**Port wiring**

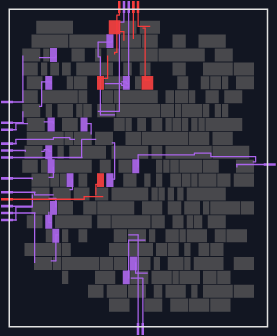
**Wiring by layer**

Bar = 20 µm.
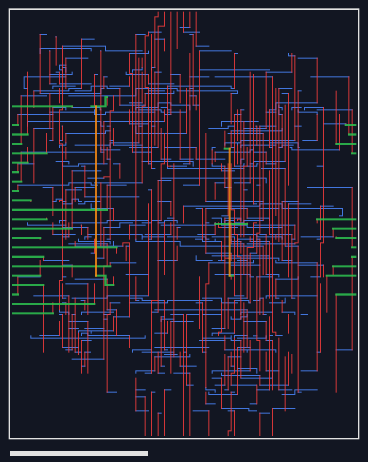
**Drive-strength map**

Bar = 20 µm.
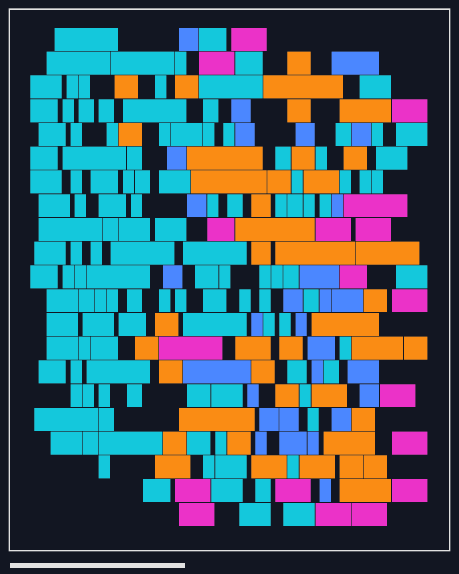
==> src/rtl/mu0_pkg.sv <==
// Shared types for the MU0 controller: opcodes, FSM states, ALU operations
// and the one-hot instruction class produced by the opcode decoder.
package mu0_pkg;

  typedef enum logic [3:0] {
    OP_LDA = 4'd0,
    OP_STA = 4'd1,
    OP_ADD = 4'd2,
    OP_SUB = 4'd3,
    OP_JMP = 4'd4,
    OP_JMI = 4'd5,
    OP_JEQ = 4'd6,
    OP_STP = 4'd7,
    OP_LDI = 4'd8,
    OP_LSL = 4'd9,
    OP_LSR = 4'd10
  } opcode_t;

  typedef enum logic [1:0] {
    ST_FETCH = 2'd0,
    ST_EXEC1 = 2'd1,
    ST_EXEC2 = 2'd2,
    ST_HALT  = 2'd3
  } state_t;

  typedef enum logic [2:0] {
    ALU_ADD  = 3'd0,
    ALU_SUB  = 3'd1,
    ALU_PASS = 3'd2,
    ALU_SHL  = 3'd3,
    ALU_SHR  = 3'd4
  } alu_op_t;

  // Exactly one bit set for any 4-bit opcode; codes 11-15 land in illegal.
  typedef struct packed {
    logic ld_alu;
    logic store;
    logic jump;
    logic ldi;
    logic shift;
    logic stop;
    logic illegal;
  } iclass_t;

  localparam int OPCODE_W = 4;

  function automatic alu_op_t alu_for_op(input logic [OPCODE_W-1:0] op);
    case (op)
      OP_ADD:  return ALU_ADD;
      OP_SUB:  return ALU_SUB;
      OP_LSL:  return ALU_SHL;
      OP_LSR:  return ALU_SHR;
      default: return ALU_PASS;
    endcase
  endfunction

endpackage

==> src/rtl/mu0_opdecode.sv <==
// Combinational opcode-to-instruction-class decoder for the MU0 controller.
module mu0_opdecode
  import mu0_pkg::*;
(
  input  logic [OPCODE_W-1:0] opcode,
  output iclass_t             iclass
);

  always_comb begin
    iclass = '0;
    case (opcode)
      OP_LDA, OP_ADD, OP_SUB: iclass.ld_alu  = 1'b1;
      OP_STA:                 iclass.store   = 1'b1;
      OP_JMP, OP_JMI, OP_JEQ: iclass.jump    = 1'b1;
      OP_STP:                 iclass.stop    = 1'b1;
      OP_LDI:                 iclass.ldi     = 1'b1;
      OP_LSL, OP_LSR:         iclass.shift   = 1'b1;
      default:                iclass.illegal = 1'b1;
    endcase
  end

endmodule

==> src/rtl/mu0_control_fsm.sv <==
// MU0 control sequencer: holds the instruction register and drives datapath strobes.
//   state | meaning
//   FETCH | read mem[PC] into IR, PC+1
//   EXEC1 | decode IR; single-cycle ops complete here
//   EXEC2 | second cycle of LDA/ADD/SUB: accumulator write
//   HALT  | stopped after STP; start resumes at FETCH
module mu0_control_fsm
  import mu0_pkg::*;
#(
  parameter  int DATA_W = 16,
  localparam int ADDR_W = DATA_W - 4,
  localparam int SH_W   = $clog2(DATA_W)
) (
  input  logic              clk,
  input  logic              reset,
  input  logic              start,
  input  logic [DATA_W-1:0] mem_rdata,
  input  logic              eq,
  input  logic              mi,
  output logic              ir_load,
  output logic              pc_inc,
  output logic              pc_load,
  output logic              addr_sel,
  output logic              ram_wr_en,
  output logic              acc_en,
  output logic              acc_src,
  output alu_op_t           alu_op,
  output logic [SH_W-1:0]   shamt,
  output logic              shift_in,
  output logic [ADDR_W-1:0] operand,
  output state_t            state,
  output logic              halted,
  output logic              illegal
);

  state_t              state_q, state_d;
  logic [DATA_W-1:0]   ir_q, ir_d;
  logic [OPCODE_W-1:0] opcode;
  iclass_t             iclass;
  logic                jump_taken;

  assign opcode  = ir_q[DATA_W-1 -: OPCODE_W];
  assign operand = ir_q[ADDR_W-1:0];
  assign state   = state_q;
  assign halted  = (state_q == ST_HALT);

  mu0_opdecode u_opdecode (
    .opcode (opcode),
    .iclass (iclass)
  );

  // Flags only matter in EXEC1; elsewhere jump_taken is ignored.
  assign jump_taken = (opcode == OP_JMP)
                   || ((opcode == OP_JMI) && mi)
                   || ((opcode == OP_JEQ) && eq);

  always_comb begin
    state_d   = state_q;
    ir_load   = 1'b0;
    pc_inc    = 1'b0;
    pc_load   = 1'b0;
    addr_sel  = 1'b0;
    ram_wr_en = 1'b0;
    acc_en    = 1'b0;
    acc_src   = 1'b0;
    alu_op    = ALU_PASS;
    shamt     = '0;
    shift_in  = 1'b0;
    illegal   = 1'b0;
    case (state_q)
      ST_FETCH: begin
        ir_load = 1'b1;
        pc_inc  = 1'b1;
        state_d = ST_EXEC1;
      end
      ST_EXEC1: begin
        state_d = ST_FETCH;
        if (iclass.ld_alu) begin
          addr_sel = 1'b1;
          state_d  = ST_EXEC2;
        end
        if (iclass.store) begin
          addr_sel  = 1'b1;
          ram_wr_en = 1'b1;
        end
        if (iclass.jump) pc_load = jump_taken;
        if (iclass.ldi) begin
          acc_en  = 1'b1;
          acc_src = 1'b1;
        end
        // A zero shift still writes back so the accumulator flags refresh.
        if (iclass.shift) begin
          acc_en   = 1'b1;
          alu_op   = alu_for_op(opcode);
          shamt    = operand[SH_W-1:0];
          shift_in = (opcode == OP_LSR) && mi;
        end
        if (iclass.stop) state_d = ST_HALT;
        if (iclass.illegal) illegal = 1'b1;
      end
      ST_EXEC2: begin
        acc_en   = 1'b1;
        addr_sel = 1'b1;
        alu_op   = alu_for_op(opcode);
        state_d  = ST_FETCH;
      end
      ST_HALT: begin
        if (start) state_d = ST_FETCH;
      end
      default: state_d = ST_FETCH;
    endcase
    if (reset) begin
      ir_load   = 1'b0;
      pc_inc    = 1'b0;
      pc_load   = 1'b0;
      ram_wr_en = 1'b0;
      acc_en    = 1'b0;
      illegal   = 1'b0;
    end
    ir_d = ir_load ? mem_rdata : ir_q;
  end

  always_ff @(posedge clk) begin
    if (reset) begin
      state_q <= ST_FETCH;
      ir_q    <= '0;
    end else begin
      state_q <= state_d;
      ir_q    <= ir_d;
    end
  end

endmodule

==> config.mk <==
export PLATFORM = sky130hd
export DESIGN_NAME = mu0_control_fsm
export DESIGN_NICKNAME = d
export VERILOG_FILES = /design/src/rtl/mu0_pkg.sv /design/src/rtl/mu0_opdecode.sv /design/src/rtl/mu0_control_fsm.sv
export SDC_FILE = /design/constraint.sdc
export NUM_CORES = 1
export LEC_CHECK = 0
export ABC_AREA = 1
export CAP_MARGIN = 20
export CORE_ASPECT_RATIO = 1.25
export CORE_MARGIN = 2
export CORE_UTILIZATION = 40
export CTS_CLUSTER_DIAMETER = 40
export CTS_CLUSTER_SIZE = 16
export DETAILED_ROUTE_END_ITERATION = 10
export PLACE_DENSITY = 0.79
export SKIP_LAST_GASP = 1
export SYNTH_ARGS = -nofsm -noshare
export SYNTH_HDL_FRONTEND = slang
export SYNTH_SLANG_ARGS = --single-unit
==> constraint.sdc <==
create_clock -name clk -period 1.55 [get_ports clk]
set_clock_uncertainty 0.1 [all_clocks]
set_input_delay 0.2325 -clock clk [delete_from_list [all_inputs] [get_ports clk]]
set_output_delay 0.2325 -clock clk [all_outputs]
set_load 0.03 [all_outputs]
==> impl.org <==
* Flow results

** Synth
- Biggest area cells :: dfxtp_1 (34%), nor2_1 (14%), buf_4 (9.1%)
- Unique masters post-synth :: 22
- The synthesized netlist has a Yosys-reported chip area of 1071 µm².
- Gate Count Post-Synth :: 157
- Number of storage elements in the synthesis netlist :: 18
- Cells in synth_stat.txt :: 157
- Mapped Area :: 1071 µm²
- Share of synthesized registers carrying an async set or reset :: 0%
- After synthesis, flip-flops and latches occupy 33.64% of the total area.
- After synthesis, the mean cell area works out to 6.822 µm².
- Per the synthesis report, the single largest cell type by area occupies 33.64% of cell area.
- After synthesis, the share of cell area in mux cells is 0%.
- The cell-mix breakdown from Yosys lists the XOR/XNOR area share as 0%.

** Drt
- Via count normalized by instance count :: 4.890
- Overall via count from detail_route :: 1198
- The detailed router finished its first iteration with 22 violations.
- The post-route report lists met1 wire length as 1251 µm.
- Routed length on met2 :: 1716 µm
- After detailed routing, the met3 layer carries 155 µm of wire.
- Per the detail_route report, routed wire per instance is 12.92 µm.
- DRC Markers :: 0

** Floorplanning
- Chip Footprint :: 3110 µm²
- The horizontal die dimension reported for this design is 50.28 µm.
- The vertical die dimension reported for this design is 61.86 µm.
- I/O pin total :: 52

** Layout
- Post-route design area :: 1878 µm²
- Number of sequential storage elements :: 18
- P&R area growth vs syn :: 75.35%
- Sequential share of cell area :: 19.85%
- Most frequent cells in the layout :: nor2_1 (34), clkdlybuf4s50_1 (20), buf_4 (18), dfxtp_1 (14), buf_6 (14)
- Number of logic gates :: 103
- Top cell category :: logic gates
- Signal buf overhead :: 35.04%
- After filler insertion, the fill cell instance count of the layout stands at 211.
- Leaving out the clock tree, the finished layout contains a buffer count of 68.
- Non-clock inverters :: 18
- Relative area of clock buffers and inverters in the final design :: 1.399%
- Clock buffers in the final layout number 4.
- Register Area :: 372.9 µm²
- Per the layout area report, the combinational fraction of cell area is 37.04%.

** Clocking
- CTS Buf Count :: 3
- Number of hold buffers added after CTS :: 0
- The tree is rooted in a clkbuf_4.
- The registers of the reported paths see a clock transition of 0.10 ns.
- Latest clock arrival within the worst-skew pair :: 0.30 ns
- TritonCTS reports the number of clock sinks as 18.
- Maximum root-to-sink buffer count :: 2
- The number of setup buffers added after CTS is 1.

** Timing
- Final tally of setup violations :: 14
- For reference, the final report shows the max-slew violation count at 0.
- Time the final worst path needs with I/O delays and setup :: 1.793 ns
- RSZ-0062 raised after global routing :: true
- Setup TNS :: -2.683 ns
- Headroom to the max-slew limit came out at 78.75%.
- Per the final timing report, the hold violations number 0.
- At the pin with the least slew margin, the transition time is 0.3200 ns.
- Final worst-path setup slack :: -0.2432 ns

** Power and ir drop
- Clock share of power :: 17.3%
- Net switching is 37.89% of the power.
- Per the OpenROAD power report, switching power amounts to 530.5 µW.
- Sequential cells burn 39.4% of the power.
- Maximum vdd drop :: 0.6797 mV
- Clock distribution power :: 243 µW
- After layout, the design draws a total of 1.400 mW.

** GRT
- Global route overflow :: 0
- Number of global-route vias before repair :: 1150
- Global-route layer with the greatest usage :: met2
- Global-route total usage across every layer :: 20.45%
- Entering global routing, the biggest net connects 17 pins.

** Status
- Violations in the final reports :: setup timing
- The flow ran to the end, but the final reports show violations.

** Flow run
- Warnings raised by the tools during the run amount to 32.
- Max-cap violations in this run came to 0.

** Worst setup path
- Highest cell delay on the worst timing path :: 0.38 ns
- Measured in cells, the most critical reg-to-reg path has a length of 7.
- Looking at the critical path, the highest net fanout was 6.
- In this design, the largest share of critical-path delay is due to flip-flops.
- In this run the worst setup path terminates at ram_wr_en.
- Stages on worst setup path :: 5
- Category of the worst setup path capture point :: output pin
- Number of buffer and inverter stages on the critical path :: 2
- At the worst endpoint, the required time is 1.22 ns.

** Place
- Placed standard-cell area :: 1679 µm²
- Per the post-place timing report, worst setup slack is -0.1008 ns.

** Hold path
- Start point of the worst hold path :: mem_rdata[5]
Back to the opening pictures, 'port wiring':
[shamt] red | direction: output | edge: 3 top, 1 left | end cells: 4 | wire: 61.4 µm
[mem_rdata] purple | direction: input | edge: 11 left, 2 top, 2 bottom, 1 right | end cells: 16 | wire: 286 µm

Back to the opening pictures, 'wiring by layer':
[met1] blue | wire length: 1250 µm
[met3] green | wire length: 155 µm
[met4] orange | wire length: 42.8 µm
[met2] red | wire length: 1720 µm

Back to the opening pictures, 'drive-strength map':
[drive 2] blue | cells: 29 | share: 14%
[drive 3 to 4] orange | cells: 41 | share: 19%
[drive 1 or less] cyan | cells: 123 | share: 58%
[drive 6 and up] magenta | cells: 18 | share: 8.5%

Power and IR drop assume default switching activity.
